==> src/rtl/acq_peak_search.sv <==
// Acquire-engine peak search: streams 4-lane amplitude words, tracks peak, peak index and saturating sum.
// Optional second-peak tracking is enabled by defining PEAK_SEARCH_SECOND_PEAK_EN.

module acq_peak_search #(
    parameter int unsigned ADDR_WIDTH = 7,
    parameter int unsigned SUM_WIDTH  = 18
) (
    input  logic                  clk,
    input  logic                  rst_b,
    input  logic                  start,
    input  logic                  abort,
    input  logic [ADDR_WIDTH:0]   word_count,
    output logic                  mem_rd,
    output logic [ADDR_WIDTH-1:0] mem_addr,
    input  logic [35:0]           mem_rdata,
    output logic                  busy,
    output logic                  done,
    output logic [8:0]            peak_amp,
    output logic [ADDR_WIDTH+1:0] peak_index,
    output logic [SUM_WIDTH-1:0]  amp_sum
`ifdef PEAK_SEARCH_SECOND_PEAK_EN
    ,
    output logic [8:0]            second_amp,
    output logic [ADDR_WIDTH+1:0] second_index
`endif
);

    localparam int unsigned AMP_W     = 9;
    localparam int unsigned LANES     = 4;
    localparam int unsigned WC_W      = ADDR_WIDTH + 1;
    localparam int unsigned IDX_W     = ADDR_WIDTH + 2;
    localparam int unsigned WSUM_W    = AMP_W + 2;
    localparam int unsigned SUM_EXT_W = SUM_WIDTH + 1;

    localparam logic [WC_W-1:0] WC_MAX = {1'b1, {ADDR_WIDTH{1'b0}}};

    localparam logic [1:0] S_IDLE   = 2'd0;
    localparam logic [1:0] S_READ   = 2'd1;
    localparam logic [1:0] S_DRAIN  = 2'd2;
    localparam logic [1:0] S_FINISH = 2'd3;

    logic [1:0]            state;
    logic [1:0]            state_next;
    logic [ADDR_WIDTH-1:0] last_addr;
    logic [ADDR_WIDTH-1:0] rd_addr;
    logic                  rd_vld;

    logic                  accept_c;
    logic                  consume_c;
    logic [WC_W-1:0]       wc_clamp_c;
    logic [ADDR_WIDTH-1:0] last_c;
    logic [AMP_W-1:0]      word_max_c;
    logic [1:0]            word_lane_c;
    logic [WSUM_W-1:0]     word_sum_c;
    logic [IDX_W-1:0]      word_index_c;
    logic [SUM_EXT_W-1:0]  sum_ext_c;
    logic [SUM_WIDTH-1:0]  sum_next_c;

    always_comb begin
        wc_clamp_c = (word_count > WC_MAX) ? WC_MAX : word_count;
        last_c     = ADDR_WIDTH'(wc_clamp_c - WC_W'(1));
        accept_c   = (state == S_IDLE) && start;
        consume_c  = rd_vld && !abort;
    end

    always_comb begin
        state_next = state;
        case (state)
            S_IDLE:   if (start) state_next = (word_count == '0) ? S_FINISH : S_READ;
            S_READ: begin
                if (abort)                       state_next = S_IDLE;
                else if (mem_addr == last_addr)  state_next = S_DRAIN;
            end
            S_DRAIN:  state_next = abort ? S_IDLE : S_FINISH;
            S_FINISH: state_next = S_IDLE;
            default:  state_next = S_IDLE;
        endcase
    end

    // amp_compare: word max with lowest-lane tie break, plus lane sum
    always_comb begin
        logic [AMP_W-1:0] amp;
        amp         = '0;
        word_max_c  = '0;
        word_lane_c = '0;
        word_sum_c  = '0;
        for (int i = 0; i < int'(LANES); i++) begin
            amp        = mem_rdata[i*AMP_W +: AMP_W];
            word_sum_c = word_sum_c + WSUM_W'(amp);
            if (amp > word_max_c) begin
                word_max_c  = amp;
                word_lane_c = 2'(i);
            end
        end
        word_index_c = {rd_addr, word_lane_c};
        sum_ext_c    = {1'b0, amp_sum} + SUM_EXT_W'(word_sum_c);
        sum_next_c   = sum_ext_c[SUM_WIDTH] ? '1 : sum_ext_c[SUM_WIDTH-1:0];
    end

    always_ff @(posedge clk or negedge rst_b) begin
        if (!rst_b) begin
            state     <= S_IDLE;
            busy      <= 1'b0;
            mem_rd    <= 1'b0;
            done      <= 1'b0;
            mem_addr  <= '0;
            last_addr <= '0;
            rd_vld    <= 1'b0;
            rd_addr   <= '0;
        end else begin
            state   <= state_next;
            busy    <= (state_next != S_IDLE);
            mem_rd  <= (state_next == S_READ);
            done    <= (state_next == S_FINISH);
            // data returning after an abort is dropped here
            rd_vld  <= mem_rd && !abort;
            rd_addr <= mem_addr;
            if (accept_c) begin
                mem_addr  <= '0;
                last_addr <= last_c;
            end else if ((state == S_READ) && (state_next == S_READ)) begin
                mem_addr <= mem_addr + ADDR_WIDTH'(1);
            end
        end
    end

    // Running results; strict compare keeps the earliest index on ties
    always_ff @(posedge clk or negedge rst_b) begin
        if (!rst_b) begin
            peak_amp     <= '0;
            peak_index   <= '0;
            amp_sum      <= '0;
`ifdef PEAK_SEARCH_SECOND_PEAK_EN
            second_amp   <= '0;
            second_index <= '0;
`endif
        end else if (accept_c) begin
            peak_amp     <= '0;
            peak_index   <= '0;
            amp_sum      <= '0;
`ifdef PEAK_SEARCH_SECOND_PEAK_EN
            second_amp   <= '0;
            second_index <= '0;
`endif
        end else if (consume_c) begin
            amp_sum <= sum_next_c;
            if (word_max_c > peak_amp) begin
                peak_amp   <= word_max_c;
                peak_index <= word_index_c;
`ifdef PEAK_SEARCH_SECOND_PEAK_EN
                second_amp   <= peak_amp;
                second_index <= peak_index;
            end else if (word_max_c > second_amp) begin
                second_amp   <= word_max_c;
                second_index <= word_index_c;
`endif
            end
        end
    end

endmodule

==> config.mk <==
export PLATFORM = sky130hd
export DESIGN_NAME = acq_peak_search
export DESIGN_NICKNAME = d
export VERILOG_FILES = /design/src/rtl/acq_peak_search.sv
export SDC_FILE = /design/constraint.sdc
export NUM_CORES = 1
export LEC_CHECK = 0
export CORE_ASPECT_RATIO = 1.75
export CORE_MARGIN = 3
export CORE_UTILIZATION = 50
export CTS_CLUSTER_DIAMETER = 50
export DETAILED_ROUTE_END_ITERATION = 6
export GPL_TIMING_DRIVEN = 0
export HOLD_SLACK_MARGIN = 0.1
export PLACE_DENSITY = 0.83
export REMOVE_ABC_BUFFERS = 1
export SYNTH_ARGS = -nofsm -noshare
export SYNTH_HDL_FRONTEND = slang
export SYNTH_SLANG_ARGS = --single-unit
==> constraint.sdc <==
create_clock -name clk -period 3.25 [get_ports clk]
set_input_delay 0.65 -clock clk [delete_from_list [all_inputs] [get_ports clk]]
set_output_delay 0.65 -clock clk [all_outputs]
set_load 0.005 [all_outputs]
Fig. 1: run 1, routed metal, one color a layer
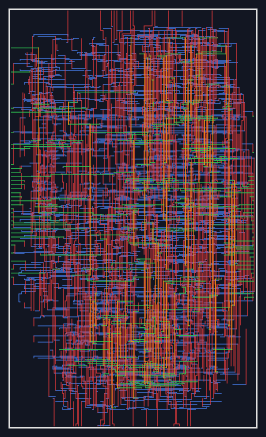
- green: M3 (wire length 1620 µm)
- red: M2 (wire length 11100 µm)
- blue: M1 (wire length 7390 µm)
- orange: M4 (wire length 1760 µm)
GRT Total Usage: 33.1%
average wire per standard cell: 26.5 µm
detailed-route via count: 5565
routed wire length: 21900 µm

Fig. 2: run 1, the clock network
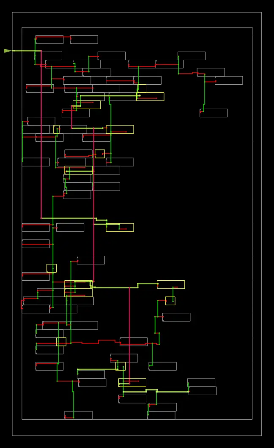
number of buffers inserted during clock tree synthesis: 9
Clock Buffer Count: 9

Fig. 3: run 1, I/O nets highlighted
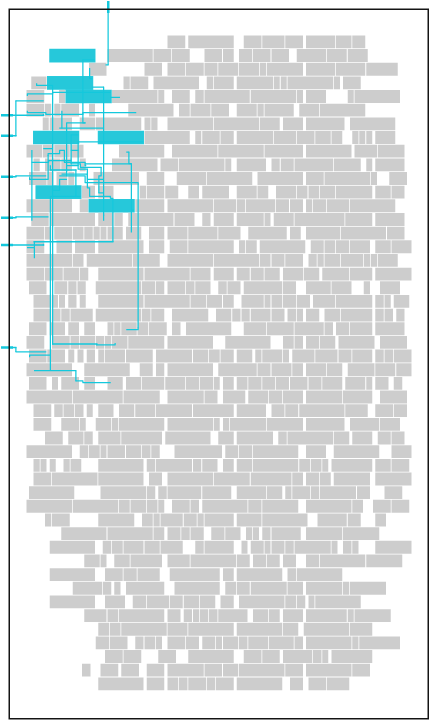
- cyan: mem_addr (bits 7; direction output; edge 6 west, 1 north; end cells 7; buffers 7; wire 533 µm)
Port Buffer Count: 93
Ports: 94

Fig. 4: run 1, logic cells by family
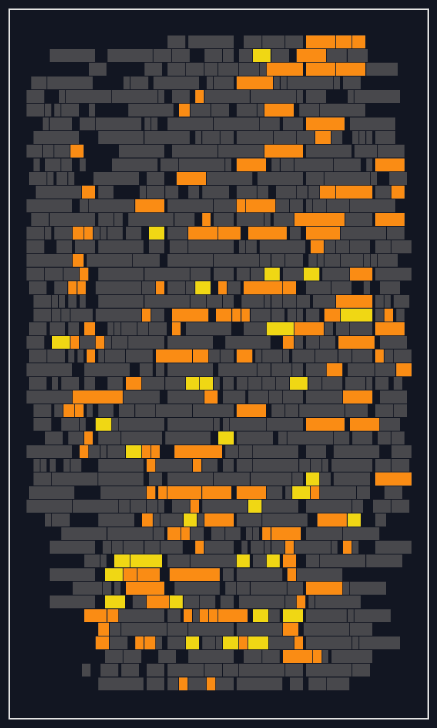
- orange: aoi and oai cells (cells 127; most used a21oi_1; where widely spread)
- yellow: non-inverting ao/oa cells (cells 31; most used o21a_1)
Comb area share: 55.0%
Cell Count, Final, Fillers Out: 825

==> flow_metrics.py, run 1 <==
# Auto-generated metrics
metrics = {
    "run_status": {
        "outcome": "complete, but fails checks",
        "violations": "negative setup slack",
    },
    "synth": {
        "synth_top_area_share_pct": 30.3,
        "post_synth_main_area_contributors": "sky130_fd_sc_hd__dfrtp_1 (30%), sky130_fd_sc_hd__ha_1 (13%), sky130_fd_sc_hd__fa_1 (10%)",
        "postSynth.asyncResetShare_pct": 100,
        "postSynthSeqShare_pct": 30.3,
        "yosysChipArea_um2": 5210,
        "postSynthAreaPerCell_um2": 9.71,
        "top_area_cell": "sky130_fd_sc_hd__dfrtp_1",
        "yosys_warnings": 0,
    },
    "floorplan": {
        "floorplan.die.height_um": 141,
        "die_width_um": 83.1,
    },
    "detailed_routing": {
        "final_antenna_net_count": 0,
        "vias_per_cell": 6.75,
        "drt_iter0_markers": 503,
    },
    "power": {
        "switching_power_mw": 2.86,
        "total_leakage_power_nw": 3.44,
        "internal_power_mw": 3.62,
        "power_density_nw_per_um2": 777,
        "power_switching_share_pct": 44.2,
        "ir_drop_mv": 0.526,
    },
    "flow_run": {
        "max_cap_viol_count": 0,
    },
    "clock_tree": {
        "clock_insertion_delay_at_the_later_pin_of_the_skew_report_ns": 0.34,
        "clock_tree.buffer_depth": 2,
        "tritoncts": "built",
        "cts.root.buffer_cell": "sky130_fd_sc_hd__clkbuf_16",
        "cts_hold_repair.buffers": 0,
        "cts_htree_levels": 3,
    },
    "sta": {
        "setup_viol": 36,
        "worst_slack_ns": -3.34,
        "final.min_clock_period_ns": 6.59,
        "finalHoldViolations": 0,
        "worst_slew_pin_slew_ns": 0.996,
        "max-slew-margin-rel_pct": 33.3,
    },
    "critical_path": {
        "worst_r2r_path_depth": 11,
        "crit_required_ns": 3.49,
        "startpoint_type": "input pin",
        "critPathBufInv": 7,
    },
    "placed_design": {
        "globalplace.congestion": 0.957,
        "hpwlAfterDp_um": 10800,
        "placed_area_um2": 6240,
    },
    "cells_and_area": {
        "postLayoutCoreUtil_pct": 83.1,
        "antenna_cells": 0,
        "finish.instance_area_um2": 8330,
    },
    "global_route": {
        "gr_overflow_total": 0,
        "number_of_global_route_vias_before_repair": 5698,
        "grt_start_max_net_pins": 42,
    },
}
## run 1: synth_stat cells (8+ instances only)
master,instances
sky130_fd_sc_hd__dfrtp_1,63
sky130_fd_sc_hd__ha_1,54
sky130_fd_sc_hd__a21oi_1,45
sky130_fd_sc_hd__nor2_1,45
sky130_fd_sc_hd__inv_1,33
sky130_fd_sc_hd__nand2_1,33
sky130_fd_sc_hd__fa_1,26
sky130_fd_sc_hd__o21ai_0,22
sky130_fd_sc_hd__xor2_1,15
sky130_fd_sc_hd__o31ai_1,13
sky130_fd_sc_hd__mux2i_1,12
sky130_fd_sc_hd__a211oi_1,11
sky130_fd_sc_hd__a31oi_1,11
sky130_fd_sc_hd__clkbuf_1,10
sky130_fd_sc_hd__nand3_1,10
sky130_fd_sc_hd__mux2_2,8
sky130_fd_sc_hd__nor3_1,8
## run 1: metal layers
metal | global-route usage (%) | part of all wire (%) | vias to the layer above
li1 | - | - | 2279
met1 | 35.5 | 34 | 2726
met2 | 58.7 | 51 | 409
met3 | 6.32 | 7.4 | 151
met4 | 21.4 | 8.0 | 0
met5 | 0 | 0 | -
## run 1: how the worst min path moves through the flow
stage,cells after the start,endpoint,slack [ns],startpoint
3_5_place_dp,2,peak_index[2],0.48,rd_addr[0]
4_1_cts,1,amp_sum[16],0.31,rst_b
3_3_place_gp,2,peak_index[6],0.48,rd_addr[4]
5_1_grt,1,amp_sum[8],0.33,rst_b
6_report,1,amp_sum[8],0.31,rst_b
2_1_floorplan,0,amp_sum[0],0.35,rst_b
## run 1: final cells by class
cell class | count | area share (%)
clock buffers | 9 | 2.70
well taps | 125 | 1.88
clock inverters | 7 | 0.676
flip-flops and latches | 63 | 18.9
inverters | 34 | 1.74
repair buffers | 163 | 19.0
multi-input cells | 424 | 55.0
## run 1: cells by family (layout without fill, tap and decap cells)
logic type,Yosys count,after routing,synth area share [%]
compound gates,156,158,21.0
simple gates,144,145,13.7
fa+ha+maj,80,80,23.0
flops,63,63,30.3
buf+inv,52,213,4.45
xor+xnor,21,21,3.53
mux,20,20,4.04
## run 1: sequential cells by signal (all words and copies together), names as in the netlist, 2 cells and up
register    count
amp_sum        18
peak_amp        9
peak_index      9
last_addr       7
mem_addr        7
rd_addr         7
state           2
## run 1: what timing repair did
action | in CTS | in global routing
pin swaps | 83 | 42
setup buffers | 49 | 18
resized | 312 | 78
setup endpoints to repair | 36 | 36
cloned | 2 | 1
## run 1: power groups by stage
stage                     Sequential (mW)  Clock (mW)  Combinational, mW
after detailed placement             1.10           0               2.37
final                                1.10       0.927               4.45
after global routing                 1.12       0.961               4.65
after global placement               1.09           0               2.25
after floorplan                      1.07           0               1.60
after CTS                            1.09       0.927               3.45
==> inputs of run 2 (changes only) <==
- HOLD_SLACK_MARGIN: 0.1 -> not set
Fig. 5: run 2, logic cells by family
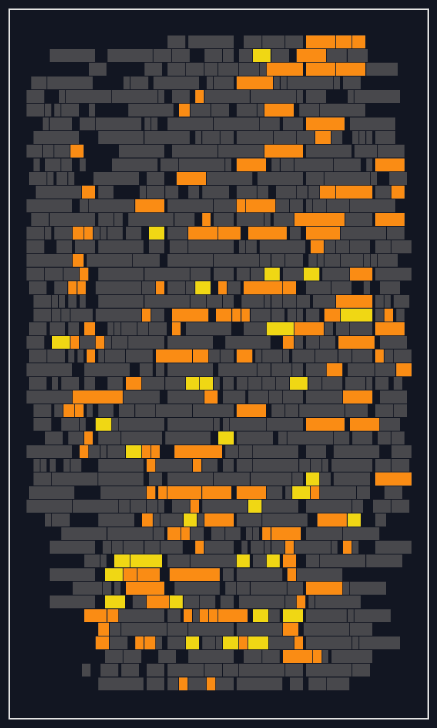
- orange: aoi and oai cells (cells 127; most used a21oi_1; where widely spread)
- yellow: non-inverting ao/oa cells (cells 31; most used o21a_1)

==> run 2 against run 1 <==
Sequential power about the same. Routed wire length unchanged. Count of clock-buffer cells in the layout unchanged. Critical path depth unchanged. The flow still finishes with violations (negative setup slack). Via count unchanged. Setup slack unchanged. Fmax unchanged. Sequential share of layout area unchanged. Final cell count unchanged. Synthesized cell count unchanged. Clock power about the same. Synthesized area unchanged. Highest routed layer unchanged.
==> flow_metrics.py, run 2 <==
# Auto-generated metrics
metrics = {
    "sta": {
        "setup_viol": 36,
        "final.min_clock_period_ns": 6.59,
        "worst_slew_pin_slew_ns": 0.996,
        "max-slew-margin-rel_pct": 33.3,
        "worst_slack_ns": -3.34,
        "finalHoldViolations": 0,
    },
    "detailed_routing": {
        "detail_route.wirelength_um": 21900,
        "drt_iter0_markers": 503,
        "routed_wire_length_per_instance_um": 26.5,
        "vias_per_cell": 6.75,
        "final_antenna_net_count": 0,
        "detailed_route_via_count": 5565,
    },
    "clock_tree": {
        "clock_insertion_delay_at_the_later_pin_of_the_skew_report_ns": 0.34,
        "cts-buffers-inserted": 9,
        "cts_hold_repair.buffers": 0,
        "cts_htree_levels": 3,
        "clock_tree.buffer_depth": 2,
        "tritoncts": "built",
        "cts.root.buffer_cell": "sky130_fd_sc_hd__clkbuf_16",
    },
    "synth": {
        "fa_ha_area_share_pct": 23.0,
        "muxShareOfSynthArea_pct": 4.04,
        "aoi_share_pct": 21.0,
        "yosys_warnings": 0,
        "simple_gate_area_share_pct": 13.7,
        "synth.comb.largest_family": "adder cells",
        "post_synth_main_area_contributors": "sky130_fd_sc_hd__dfrtp_1 (30%), sky130_fd_sc_hd__ha_1 (13%), sky130_fd_sc_hd__fa_1 (10%)",
        "yosysChipArea_um2": 5210,
        "top_area_cell": "sky130_fd_sc_hd__dfrtp_1",
        "synth_top_area_share_pct": 30.3,
        "postSynth.asyncResetShare_pct": 100,
        "postSynthSeqShare_pct": 30.3,
    },
    "cells_and_area": {
        "finish.instance_area_um2": 8330,
        "layoutNonFillerInstCount": 825,
        "max_flop_register": "amp_sum",
        "largest_reg_flops": 18,
        "fillCellCount": 487,
        "reg.largest.list": "amp_sum: 18 flops, peak_amp: 9 flops, peak_index: 9 flops",
    },
    "critical_path": {
        "worst_r2r_path_depth": 11,
        "crit_required_ns": 3.49,
        "startpoint_type": "input pin",
    },
    "placed_design": {
        "globalplace.congestion": 0.957,
        "hpwlAfterDp_um": 10800,
        "placement.io_buffers": 93,
    },
    "global_route": {
        "number_of_global_route_vias_before_repair": 5698,
        "grtUsageTotal_pct": 33.1,
    },
    "power": {
        "power_switching_share_pct": 44.2,
        "power_density_nw_per_um2": 777,
        "switching_power_mw": 2.86,
        "internal_power_mw": 3.62,
    },
    "floorplan": {
        "die_width_um": 83.1,
        "pin_count": 94,
    },
    "run_status": {
        "outcome": "complete, but fails checks",
        "violations": "negative setup slack",
    },
}
## run 2: cell counts in the layout (fill, tap and decap cells not counted)
No cell type changed its count.
## run 2: logic make-up after synthesis
logic type / after synthesis
flops: 63
fa+ha+maj: 80
simple gates: 144
buf+inv: 52
compound gates: 156
mux: 20
xor+xnor: 21
## run 2: how the worst max path moves through the flow
stage	cells past startpoint	slack [ns]	endpoint
final	31	-3.34	peak_amp[3]
after global routing	30	-3.47	peak_amp[3]
after CTS	32	-2.80	peak_amp[0]
after detailed placement	27	-5.75	peak_amp[5]
after global placement	27	-6.70	peak_amp[5]
after floorplan	26	-4.63	peak_amp[1]
## run 2: worst max-delay path: cells and delay by family
family / cells / cell delay (ns)
compound gates: 13 / 2.72
mux: 1 / 0.35
fa+ha+maj: 4 / 1.11
simple gates: 6 / 1.13
buf+inv: 7 / 0.85
## run 2: power by group through the flow
stage | combinational, mW | clock [mW] | sequential (mW)
2_1_floorplan | 1.60 | 0 | 1.07
3_3_place_gp | 2.25 | 0 | 1.09
3_5_place_dp | 2.37 | 0 | 1.10
4_1_cts | 3.45 | 0.927 | 1.09
5_1_grt | 4.65 | 0.961 | 1.12
6_report | 4.45 | 0.927 | 1.10
## run 2: through the flow
step	utilization [%]	setup WS, ns
after CTS	77.8	-2.80
final	83.1	-3.34
after floorplan	-	-4.63
after global placement	61.7	-6.70
after detailed placement	62.2	-5.75
after global routing	83.1	-3.47
## run 2: final cells by class
class / instances / area [µm²] / share of cell area (%)
tap: 125 / 156 / 1.88
clock inverter: 7 / 56.3 / 0.676
sequential: 63 / 1580 / 18.9
multi-input combinational: 424 / 4590 / 55.0
timing repair buffer: 163 / 1590 / 19.0
clock buffer: 9 / 225 / 2.70
inverter: 34 / 145 / 1.74
## run 2: timing repair
action / in CTS / in global routing
pin swaps: 83 / 42
endpoints found under the setup margin: 36 / 36
cloned: 2 / 1
resized: 312 / 78
buffers inserted: 49 / 18
## run 2: per-layer routing
metal	GRT usage (%)	part of all wire (%)
met5	0	0
met4	21.4	8.0
met3	6.32	7.4
met2	58.7	51
met1	35.5	34
Power is estimated from default activity; no workload was simulated.
